[src/rtl/header_unpadder.sv]
// Receive-side unpadder for one 1024-bit SHA-256 padded block header (32 words).
// Optional in_last framing is enabled by defining HEADER_UNPADDER_LAST_EN.
//
// state     | meaning
// ----------+---------------------------------------------------------------
// S_COLLECT | accepting words 0..31, filling fields, checking padding tail
// S_OUTPUT  | decoded header and pad_error held until out_ready handshake
module header_unpadder #(
  parameter logic [63:0] EXP_LEN = 64'd640
) (
  input  logic         clk,
  input  logic         reset,
  input  logic         in_valid,
  output logic         in_ready,
  input  logic [31:0]  in_data,
`ifdef HEADER_UNPADDER_LAST_EN
  input  logic         in_last,
`endif
  output logic         out_valid,
  input  logic         out_ready,
  output logic [31:0]  version,
  output logic [255:0] prev_block_hash,
  output logic [255:0] merkle_root,
  output logic [31:0]  timestamp,
  output logic [31:0]  bits,
  output logic [31:0]  nonce,
  output logic         pad_error
);

  typedef enum logic {
    S_COLLECT = 1'b0,
    S_OUTPUT  = 1'b1
  } state_t;

  state_t      state_q, state_d;
  logic [4:0]  cnt_q, cnt_d;
  logic        err_q, err_d;
  logic        pad_error_q, pad_error_d;
  logic [31:0] words_q [20];
  logic [31:0] words_d [20];

  logic        xfer;
  logic        tail_bad;
  logic        err_acc;
  logic        cnt_last;

  assign xfer     = in_valid && (state_q == S_COLLECT);
  assign cnt_last = (cnt_q == 5'd31);

  always_comb begin
    tail_bad = 1'b0;
    if (cnt_q == 5'd20) begin
      tail_bad = (in_data != 32'h8000_0000);
    end else if (cnt_q >= 5'd21 && cnt_q <= 5'd29) begin
      tail_bad = (in_data != 32'h0000_0000);
    end else if (cnt_q == 5'd30) begin
      tail_bad = (in_data != EXP_LEN[63:32]);
    end else if (cnt_q == 5'd31) begin
      tail_bad = (in_data != EXP_LEN[31:0]);
    end
  end

  // Word 0 starts a fresh frame, so the accumulated error restarts there.
  assign err_acc = ((cnt_q == 5'd0) ? 1'b0 : err_q) | tail_bad;

  always_comb begin
    state_d     = state_q;
    cnt_d       = cnt_q;
    err_d       = err_q;
    pad_error_d = pad_error_q;
    words_d     = words_q;

    case (state_q)
      S_COLLECT: begin
        if (xfer) begin
          for (int i = 0; i < 20; i++) begin
            if (cnt_q == 5'(i)) begin
              words_d[i] = in_data;
            end
          end
          cnt_d = cnt_q + 5'd1;
          err_d = err_acc;
`ifdef HEADER_UNPADDER_LAST_EN
          // Any disagreement between in_last and the word count is a framing error.
          if (in_last || cnt_last) begin
            state_d     = S_OUTPUT;
            cnt_d       = 5'd0;
            pad_error_d = err_acc | (in_last ^ cnt_last);
          end
`else
          if (cnt_last) begin
            state_d     = S_OUTPUT;
            cnt_d       = 5'd0;
            pad_error_d = err_acc;
          end
`endif
        end
      end
      S_OUTPUT: begin
        if (out_ready) begin
          state_d = S_COLLECT;
        end
      end
      default: state_d = S_COLLECT;
    endcase
  end

  always_ff @(posedge clk) begin
    if (!reset) begin
      state_q     <= S_COLLECT;
      cnt_q       <= 5'd0;
      err_q       <= 1'b0;
      pad_error_q <= 1'b0;
      words_q     <= '{default: 32'h0};
    end else begin
      state_q     <= state_d;
      cnt_q       <= cnt_d;
      err_q       <= err_d;
      pad_error_q <= pad_error_d;
      words_q     <= words_d;
    end
  end

  assign in_ready        = (state_q == S_COLLECT);
  assign out_valid       = (state_q == S_OUTPUT);
  assign version         = words_q[0];
  assign prev_block_hash = {words_q[1], words_q[2], words_q[3], words_q[4],
                            words_q[5], words_q[6], words_q[7], words_q[8]};
  assign merkle_root     = {words_q[9],  words_q[10], words_q[11], words_q[12],
                            words_q[13], words_q[14], words_q[15], words_q[16]};
  assign timestamp       = words_q[17];
  assign bits            = words_q[18];
  assign nonce           = words_q[19];
  assign pad_error       = pad_error_q;

endmodule

[config.mk]
export PLATFORM = sky130hd
export DESIGN_NAME = header_unpadder
export DESIGN_NICKNAME = d
export VERILOG_FILES = /design/src/rtl/header_unpadder.sv
export SDC_FILE = /design/constraint.sdc
export NUM_CORES = 1
export LEC_CHECK = 0
export CAP_MARGIN = 30
export CORE_AREA = 2 2 261 263
export CTS_BUF_LIST = sky130_fd_sc_hd__clkbuf_4
export CTS_CLUSTER_DIAMETER = 30
export DETAILED_ROUTE_END_ITERATION = 16
export DIE_AREA = 0 0 263 265
export GPL_TIMING_DRIVEN = 0
export PLACE_DENSITY_LB_ADDON = 0.1
export SYNTH_ARGS = -nofsm -noshare
export SYNTH_HDL_FRONTEND = slang
export SYNTH_SLANG_ARGS = --single-unit
[constraint.sdc]
create_clock -name clk -period 2.6 [get_ports clk]
set_input_delay 0.52 -clock clk [delete_from_list [all_inputs] [get_ports clk]]
set_output_delay 0.52 -clock clk [all_outputs]
set_load 0.02 [all_outputs]
Fig. 1: run 1, gate-type map
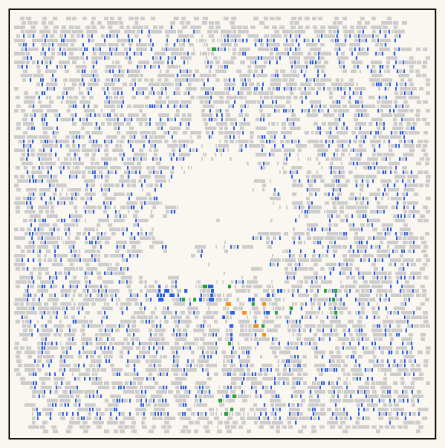
legend:
  blue:
    family: NAND gates
    cells: 1316
    where: all over the die
  green:
    family: AND and OR gates
    cells: 18
  orange:
    family: AND-OR and OR-AND gates
    cells: 5

Fig. 2: run 1, routing congestion
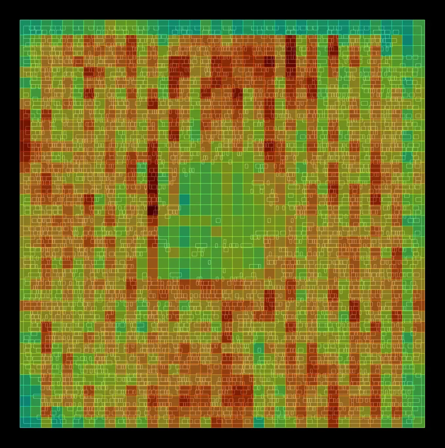
DR WL/cell: 21.9 um
GRT Resource Usage Total: 29.6%
GRT Max-Usage Layer: met2
GR Util met3: 9.86%
final core occ: 51.6%

==> impl_metrics.toml, run 1 <==
# implementation run metrics
[run_status]
outcome = "finished clean"

[setup_path]
arrival_ns = 1.97
cp_slowest_stage_delay_ns = 0.71
slowest_stage = "clkdlybuf4s50_1"
startpoint_type = "flop"

[layout]
n_fill_cell = 6765
flops = 648
syn2layout_area_growth_pct = 39.6
buffers_excl_clock = 956
final_cells = 4856
logic_gate_count = 2036
comb_area_sq_mm = 0.0104
largest_class = "flip-flops and latches"

[synthesis]
area_leaders = "dfxtp_1 53%, nand2_1 20%, a21boi_0 11%"
yosys_area_sq_mm = 0.0247
edf_count = 0
synth_seq_share_pct = 52.5
ys_types = 47
synth-main-ff-cell = "dfxtp_1"
yosys_warnings = 0
syn_inst = 2967

[timing]
finalClockPeriodUsage_pct = 95.7
setup_viol = 0
finalHoldViolCount = 0
finalSetupTns_ns = 0

[clocking]
ctsResizeCount = 470
cts_hold_buf = 0
clockBufferDepth = 3
cts_tree = "yes"
path_clk_slew_ns = 0.06
htreeDepth = 4
numClockSinks = 648
cts_buffers = 185

[drt]
met1Wirelength_um = 42000
ant_nets = 0
drcViolationCount = 0
route.met3.wl_um = 8950

[global_route]
antenna_found_initial = 3
grt_overflow = 0
grt_pass1_vias = 22500
grt_pass1_wl_um = 152000

[pwr]
p_clk_share_pct = 46.0
p_sw_mw = 5.41
netSwitchingFraction_pct = 25.7
leakage_nw = 14.2
pwr.group.clock_mw = 9.69
p_int_mw = 15.6
p_per_area_mw_per_mm2 = 611

[floorplanning]
die_h_um = 265

[placement]
portBuffers = 677
Fig. 3: run 1, routed metal, one colour a layer
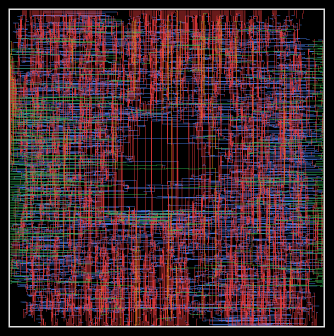
legend:
  blue:
    layer: met1
    wire_length: 42.0 mm
  green:
    layer: met3
    wire_length: 8950 um
  red:
    layer: met2
    wire_length: 52.6 mm
  orange:
    layer: met4
    wire_length: 2880 um

Fig. 4: run 1, placement density heat map
The die is cut into 26 by 26 equal tiles; white is low, dark blue is high, 0 to 100% covered.
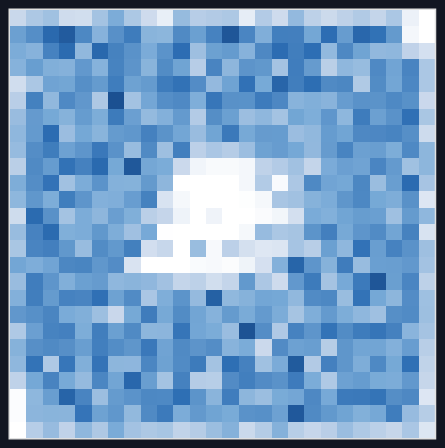
mean over tiles: 48%
fullest tile: 87%
tiles over 75% full: 3.8%

==> run 1 -> run 2 <==
CAP_MARGIN = not set   (was 30)
CORE_AREA = 2 2 267 269   (was 2 2 261 263)
DIE_AREA = 0 0 269 271   (was 0 0 263 265)
clock period = 2.1 ns   (was 2.6 ns; I/O delays follow)
Fig. 5: run 2, gate-type map
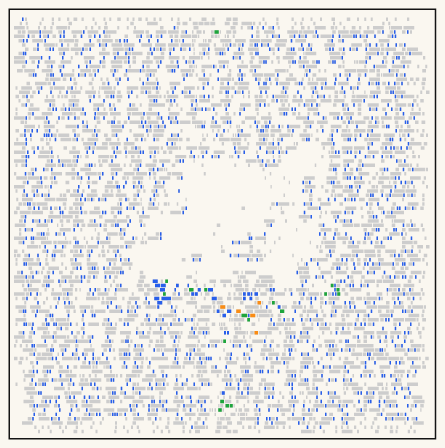
legend:
  blue:
    family: NAND gates
    cells: 1316
    where: all over the die
  green:
    family: AND and OR gates
    cells: 18
  orange:
    family: AND-OR and OR-AND gates
    cells: 5

==> impl_metrics.toml, run 2 <==
# implementation run metrics
[run_status]
outcome = "finished clean"

[layout]
flops = 648
buffers_excl_clock = 966
largest_class = "flip-flops and latches"
comb_area_sq_mm = 0.0106
syn2layout_area_growth_pct = 31.8
fin_util_pct = 46.6
final_cells = 4918
n_fill_cell = 7358
logic_gate_count = 2036

[global_route]
grt_use_met3_pct = 10.2
grt_pass1_wl_um = 154000
grt_overflow = 0
grt_pass1_vias = 22800
grt.busiest_layer = "met2"
antenna_found_initial = 2
track_usage_pct = 28.9

[synthesis]
yosys_area_sq_mm = 0.0247
synth-main-ff-cell = "dfxtp_1"
yosys_warnings = 0
ys_types = 47
edf_count = 0

[drt]
ant_nets = 0
drcViolationCount = 0
met1Wirelength_um = 41900

[pwr]
p_sw_mw = 6.72
netSwitchingFraction_pct = 25.9
p_per_area_mw_per_mm2 = 796
leakage_nw = 13.4
p_int_mw = 19.2

[clocking]
numClockSinks = 648
clockBufferDepth = 3
htreeDepth = 4
cts_hold_buf = 1
path_clk_slew_ns = 0.06

[floorplanning]
die_h_um = 271

[setup_path]
startpoint_type = "flop"
arrival_ns = 2.90
slowest_stage = "dfxtp_1"
cp_slowest_stage_delay_ns = 0.42

[placement]
portBuffers = 677

[timing]
finalClockPeriodUsage_pct = 95.9
finalHoldViolCount = 0
setup_viol = 0
finalSetupTns_ns = 0
Fig. 6: run 2, placement density heat map
The die is cut into 27 by 27 equal tiles; white is low, dark blue is high, 0 to 100% covered.
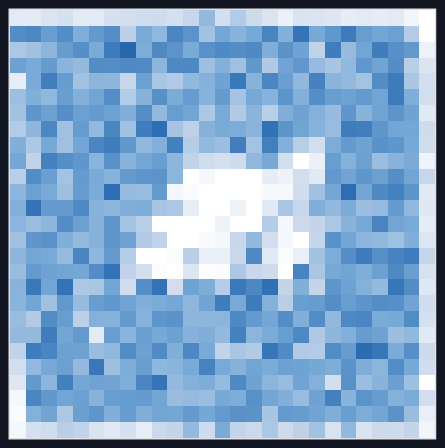
tiles over 75% full: 0.50%
mean over tiles: 43%
emptiest ninth of the die: middle
nearly empty tiles: 4.1%
fullest tile: 78%

